route_heat.png
The bar under the picture is 20 µm long. The die is cut into 18 by 18 equal tiles; dark purple is low, yellow is high, scaled to the fullest tile. Values are wire area over tile area, all layers added.
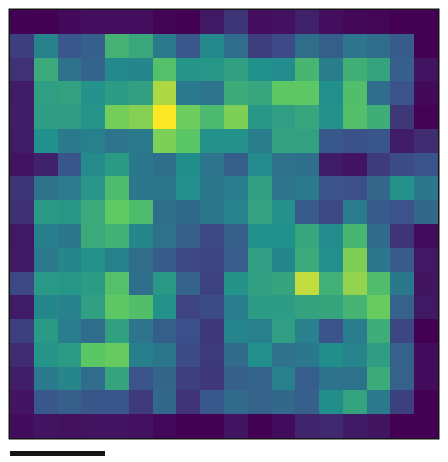
m4.png
The bar under the picture is 20 µm long. Supply wires on this layer in grey.
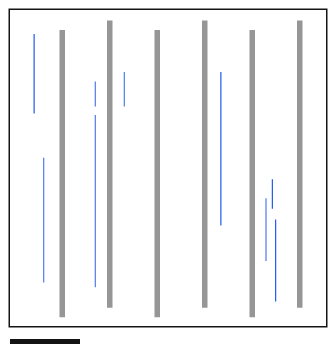
placed.png
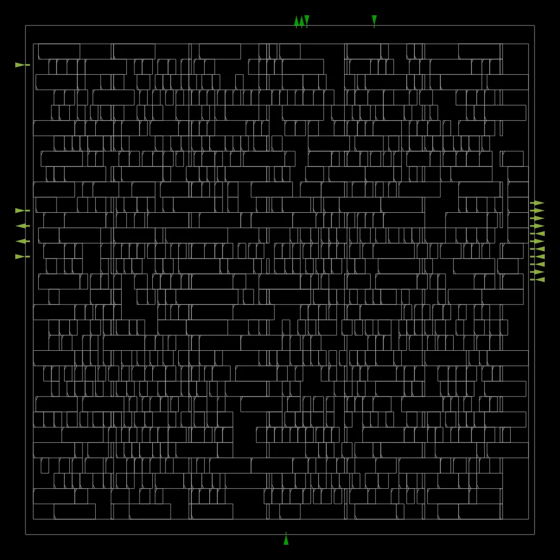
### src/rtl/laser_enable_sequencer.sv
// rtl/laser_enable_sequencer.sv - laser power / TA shutdown enable sequencer with fault latching
//
// Purpose:
//    Brings the laser supply up in stages. It waits in PWR_WAIT until pwr_good
//    has been stable for the settle time, and faults if that takes too long.
//    In RUN a host watchdog must keep being kicked. Limit-check faults,
//    power loss and watchdog expiry are latched as sticky bits. These bits are
//    cleared only when the host has dropped enable_req and pulses clear_fail.
//
// Ports:
//    clk                in   clk_div2 domain clock
//    rst                in   synchronous active-high reset
//    enable_req         in   host laser enable (level)
//    enable_error_check in   0 = fault_in ignored
//    laser_ready        in   post-reset laser settle complete
//    pwr_good           in   laser supply good (already synchronised)
//    wdog_kick          in   one-cycle host keepalive
//    fault_in[2:0]      in   {rate_lower, pulse_upper, pulse_lower} limit fails (level)
//    clear_fail         in   one-cycle fault clear request
//    laser_pwr_en       out  laser supply enable, active-high
//    ta_shutdown        out  TA shutdown, 1 = shut down
//    fault_latched[5:0] out  sticky {pwr_timeout, pwr_lost, wdog, rate, pulse_upper, pulse_lower}
//    seq_state[1:0]     out  0 IDLE, 1 PWR_WAIT, 2 RUN, 3 FAULT

module laser_enable_sequencer #(
   parameter int PWR_SETTLE_CYCLES  = 25000,
   parameter int PWR_TIMEOUT_CYCLES = 250000,
   parameter int WDOG_CYCLES        = 2500000,
   parameter int CNT_W              = 24
) (
   input  logic       clk,
   input  logic       rst,
   input  logic       enable_req,
   input  logic       enable_error_check,
   input  logic       laser_ready,
   input  logic       pwr_good,
   input  logic       wdog_kick,
   input  logic [2:0] fault_in,
   input  logic       clear_fail,
   output logic       laser_pwr_en,
   output logic       ta_shutdown,
   output logic [5:0] fault_latched,
   output logic [1:0] seq_state
);

   typedef enum logic [1:0] {
      S_IDLE     = 2'd0,
      S_PWR_WAIT = 2'd1,
      S_RUN      = 2'd2,
      S_FAULT    = 2'd3
   } state_t;

   // Terminal (saturation) values; every counter stops here rather than wrapping.
   localparam logic [CNT_W-1:0] SETTLE_TERM = CNT_W'(PWR_SETTLE_CYCLES - 1);
   localparam logic [CNT_W-1:0] TMO_TERM    = CNT_W'(PWR_TIMEOUT_CYCLES - 1);
   localparam logic [CNT_W-1:0] WDOG_TERM   = CNT_W'(WDOG_CYCLES - 1);
   localparam logic [CNT_W-1:0] CNT_ONE     = CNT_W'(1);

   state_t           state_q, state_d;
   logic [CNT_W-1:0] settle_q, settle_d;
   logic [CNT_W-1:0] tmo_q, tmo_d;
   logic [CNT_W-1:0] wdog_q, wdog_d;
   logic [5:0]       fault_q, fault_d;
   logic             en_q, en_d;
   logic             shut_q, shut_d;

   logic             flt;
   logic             wdog_expire;

   always_comb begin
      state_d  = state_q;
      settle_d = settle_q;
      tmo_d    = tmo_q;
      wdog_d   = wdog_q;
      fault_d  = fault_q;

      flt         = enable_error_check & (|fault_in);
      // A kick arriving in the terminal cycle rescues the watchdog.
      wdog_expire = (wdog_q == WDOG_TERM) & ~wdog_kick;

      case (state_q)
         S_IDLE: begin
            settle_d = '0;
            tmo_d    = '0;
            wdog_d   = '0;
            if (enable_req & laser_ready) begin
               state_d = S_PWR_WAIT;
            end
         end

         S_PWR_WAIT: begin
            tmo_d    = (tmo_q == TMO_TERM) ? tmo_q : tmo_q + CNT_ONE;
            settle_d = ~pwr_good ? '0 :
                       (settle_q == SETTLE_TERM) ? settle_q : settle_q + CNT_ONE;
            wdog_d   = '0;
            if (flt) begin
               state_d      = S_FAULT;
               fault_d[2:0] = fault_q[2:0] | fault_in;
            end else if (~enable_req) begin
               state_d = S_IDLE;
            end else if (tmo_q == TMO_TERM) begin
               state_d    = S_FAULT;
               fault_d[5] = 1'b1;
            end else if (pwr_good & (settle_q == SETTLE_TERM)) begin
               state_d = S_RUN;
            end
         end

         S_RUN: begin
            wdog_d = wdog_kick ? '0 :
                     (wdog_q == WDOG_TERM) ? wdog_q : wdog_q + CNT_ONE;
            // All fault causes seen in the same cycle are recorded together.
            if (flt | ~pwr_good | wdog_expire) begin
               state_d = S_FAULT;
               if (flt) begin
                  fault_d[2:0] = fault_q[2:0] | fault_in;
               end
               if (~pwr_good) begin
                  fault_d[4] = 1'b1;
               end
               if (wdog_expire) begin
                  fault_d[3] = 1'b1;
               end
            end else if (~enable_req) begin
               state_d = S_IDLE;
            end
         end

         S_FAULT: begin
            if (flt) begin
               fault_d[2:0] = fault_q[2:0] | fault_in;
            end
            // Re-arming requires the host to have dropped enable and the limits to be clean.
            if (clear_fail & ~enable_req & ~flt) begin
               state_d = S_IDLE;
               fault_d = '0;
            end
         end

         default: begin
            state_d = S_IDLE;
         end
      endcase

      // Outputs are decoded from the next state so they change on the same edge as the state.
      en_d   = (state_d == S_PWR_WAIT) | (state_d == S_RUN);
      shut_d = (state_d != S_RUN);
   end

   always_ff @(posedge clk) begin
      if (rst) begin
         state_q  <= S_IDLE;
         settle_q <= '0;
         tmo_q    <= '0;
         wdog_q   <= '0;
         fault_q  <= '0;
         en_q     <= 1'b0;
         shut_q   <= 1'b1;
      end else begin
         state_q  <= state_d;
         settle_q <= settle_d;
         tmo_q    <= tmo_d;
         wdog_q   <= wdog_d;
         fault_q  <= fault_d;
         en_q     <= en_d;
         shut_q   <= shut_d;
      end
   end

   assign laser_pwr_en  = en_q;
   assign ta_shutdown   = shut_q;
   assign fault_latched = fault_q;
   assign seq_state     = state_q;

endmodule
### config.mk
export PLATFORM = sky130hd
export DESIGN_NAME = laser_enable_sequencer
export DESIGN_NICKNAME = d
export VERILOG_FILES = /design/src/rtl/laser_enable_sequencer.sv
export SDC_FILE = /design/constraint.sdc
export NUM_CORES = 1
export LEC_CHECK = 0
export ABC_AREA = 1
export CORE_UTILIZATION = 63
export CTS_BUF_LIST = sky130_fd_sc_hd__clkbuf_8
export DETAILED_ROUTE_END_ITERATION = 10
export PLACE_DENSITY = 0.84
export SLEW_MARGIN = 5
export SYNTH_ARGS = -nofsm -noshare
export SYNTH_HDL_FRONTEND = slang
export SYNTH_SLANG_ARGS = --single-unit
### constraint.sdc
create_clock -name clk -period 2.66 [get_ports clk]
set_input_delay 0.266 -clock clk [delete_from_list [all_inputs] [get_ports clk]]
set_output_delay 0.266 -clock clk [all_outputs]
set_load 0.01 [all_outputs]
==> results.toml <==
# physical design summary
[run_status]
outcome = "completed"

[grt]
grt_use_total_pct = 32.0
grt_pass1_vias = 4609
grt_max_degree = 37
antenna_found_initial = 0
overflow = 0
grt_pass1_wl_um = 21300

[synthesis]
ys_cells = 772
adder_share_pct = 1.02
synth_area_um2 = 4910
ys_sh_aoi_pct = 14.0
edf_count = 0
ys_sh_xor_pct = 1.96
mux_share_pct = 0
synth_nets = 787
synth_cell_types = 38
netlist_instances = 772
avgSynthCellArea_um2 = 6.36
ys_ff = 82
area_leaders = "dfxtp_1 (33%), nand2_1 (15%), nor2_1 (8.0%), a21oi_1 (7.0%), nand3_1 (5.9%)"
most_common_cell = "nand2_1"
top_area_share_pct = 33.4
yosysTopAreaCell = "dfxtp_1"
synthSimpleGateAreaFrac_pct = 40.8
ys_area_um2 = 4910
synthFlopType = "dfxtp_1"
async_reset_ff_share_pct = 0
synth_seq_share_pct = 33.4
ys_warn_count = 0
topCombFamilyByArea = "simple AND/OR/NAND/NOR gates"
synth.top_cells.by_count = "nand2_1 (191), nor2_1 (105), dfxtp_1 (82)"

[sta]
period_needed_ps = 2170
worst_pin_slew_ps = 696
hold_viol = 0
fin_crit_sh_pct = 81.7
rsz0062_at_grt = "no"
hold_ws_ps = 451
layout_setup_ws_ps = 488
slew_viol_final = 0
fin_skew_ps = 11.8
finalSetupViolCount = 0
timing.fmax_mhz = 460
slew_headroom_pct = 53.6
tns_ps = 0

[critical_path]
cp-start-kind = "flop"
startpoint = "tmo_q[0]"
required_ps = 2950
r2r_cells = 11
reg2reg_slack_ps = 490
rr_endpoint = "tmo_q[15]"
crit_arrival_ps = 2460
r2r-start = "tmo_q[0]"
critPathCaptureType = "flop"
critPathCapture = "tmo_q[15]"
path_class = "flop to flop"
critPathMaxFanout = 13

[power_and_ir_drop]
p_seq_share_pct = 48.7
intPower_mw = 1.89
sw_frac_of_total_pct = 27.5
power_density_nw_per_um2 = 484
p_switching_mw = 0.718
p_clk_share_pct = 39.0
p_leak_nw = 1.97
combPwrFrac_pct = 12.3
vdd_drop_max_mv = 0.348

[floorplan]
rows = 31
die_h_um = 90.3
ios = 21
coreArea_um2 = 7410
die_w_um = 90.3
fp_util_pct = 66.3
chip_area_um2 = 8150

[clock_network]
clock_sinks = 82
cts_max_level = 3
clk_latency_ps = 360
cts_buffers = 9
postCtsSetupBuffers = 0
clkTransAtPathRegs_ps = 80
cts_resized = 0
cts_tree = "built"
postCtsHoldBufs = 0
clock_path_buffers = 2
clockRootBuffer = "clkbuf_8"

[placement]
dpl.hpwl_um = 9240
place_ws_ps = 424
placed_cells = 879
place_congestion = 0.978
io_buffer_count = 20

[final_layout]
drive_gt1_share_pct = 8.29
n_antenna_cell = 0
area_growth_pct = 9.88
nets = 806

[routing]
dr.first_iter.drc_count = 394
routed_via_density = 5.70
ant_nets = 0
first_pass_iters = 5
drcViolationCount = 0

[flow_run]
warning_count = 26
maxCapViolations = 0

[hold_path]
hp-class = "flop to flop"
Notes on route_heat.png above:
tiles over half the peak: 30%
nearly empty tiles: 4.9%
fullest tile: 0.69
mean over tiles: 0.25
densest ninth of the die: north
DR vias: 5105
Avg WL per Cell: 14.3 µm

Notes on m4.png above:
share of all routed wire: 1.7%
nets with wire on the layer: 7
main direction: vertical
Detailed Route WL: 12800 µm

Notes on placed.png above:
Filler cells: 635
number of well taps: 99
final non-filler cell total: 895
Flops: 82

-- power groups by stage --
stage | Clock, mW | Sequential, mW | Combinational, mW
floorplan | 0 | 1.30 | 0.208
global placement | 0 | 1.30 | 0.310
detailed placement | 0 | 1.30 | 0.316
CTS | 1.02 | 1.27 | 0.317
global route | 1.08 | 1.28 | 0.350
finish | 1.02 | 1.27 | 0.321
-- cells in the final DEF, fill, tap and decap left out, types with 2 or more instances in the layout --
cell and count:
a21oi_4 2, or2_2 4, bufinv_16 2, nand4_1 25
a21oi_1 69, and3_1 2, clkinv_2 2, dfxtp_1 82
nor3_1 23, o21a_1 2, a21o_1 3, nand3_1 58
inv_2 14, inv_1 77, nor2_4 5, nor2_2 6
clkbuf_8 10, nor3_2 6, nand2_2 6, xor2_1 11
nor2_1 105, nand2_1 191, o21ai_0 29, clkdlybuf4s50_1 20
ha_1 4, nand3b_1 3, o21ai_1 21
-- sequential cells by signal (all words and copies together) (netlist names) --
| signal | cells |
|---|---|
| wdog_q | 24 |
| laser_pwr_en | 1 |
| tmo_q | 24 |
| fault_latched | 6 |
| seq_state | 2 |
| settle_q | 24 |
| ta_shutdown | 1 |
-- cell families (layout without fill, tap and decap cells) --
family,count (synthesis),in the layout
flip-flops,82,82
XOR/XNOR,11,11
AND/OR/NAND/NOR,440,440
AND-OR/OR-AND,129,129
buffers and inverters,106,130
adder cells (fa/ha/maj),4,4
-- critical path: stages, from the launching register on --
cell and delay [ps]:
dfxtp_1 390, ha_1 170, nand2_1 120, nor2_4 170, inv_2 50, nor2_1 80, nand3_1 170, nand2_2 230
nand2_2 210, inv_2 260, nand2_1 80, a21oi_1 160
-- cell type report --
| cell class | instances | area, µm² | area share, % |
|---|---|---|---|
| Multi-Input combinational cell | 584 | 2840 | 52.6 |
| Clock buffer | 10 | 138 | 2.55 |
| Clock inverter | 6 | 81.3 | 1.51 |
| Tap cell | 99 | 124 | 2.29 |
| Inverter | 92 | 348 | 6.44 |
| Timing Repair Buffer | 22 | 228 | 4.22 |
| Sequential cell | 82 | 1640 | 30.4 |
-- metal layers --
layer	track usage, %	up-vias	part of all wire [%]
li1	-	2566	-
met1	44.6	2332	47
met2	51.3	185	44
met3	3.62	22	6.7
met4	11.7	0	1.7
met5	0	-	0
-- through the flow --
step | cell area, µm² | util [%] | power (mW)
after floorplan | 4910 | - | 1.51
after global placement | 5180 | 69.9 | 1.61
after detailed placement | 5180 | 69.9 | 1.62
after CTS | 5400 | 72.9 | 2.61
after global routing | 5400 | 72.9 | 2.71
final | 5400 | 72.9 | 2.61
-- worst min path at each step --
stage	startpoint	endpoint	slack (ps)	cells after the start
finish	fault_latched[1]	fault_latched[1]	450	2
global route	fault_latched[1]	fault_latched[1]	480	2
CTS	fault_latched[4]	fault_latched[4]	460	2
detailed placement	fault_latched[4]	fault_latched[4]	440	2
global placement	fault_latched[2]	fault_latched[2]	440	2
floorplan	fault_in[0]	fault_latched[0]	430	2
No activity file was given, so power comes from the tool's default toggle rates.
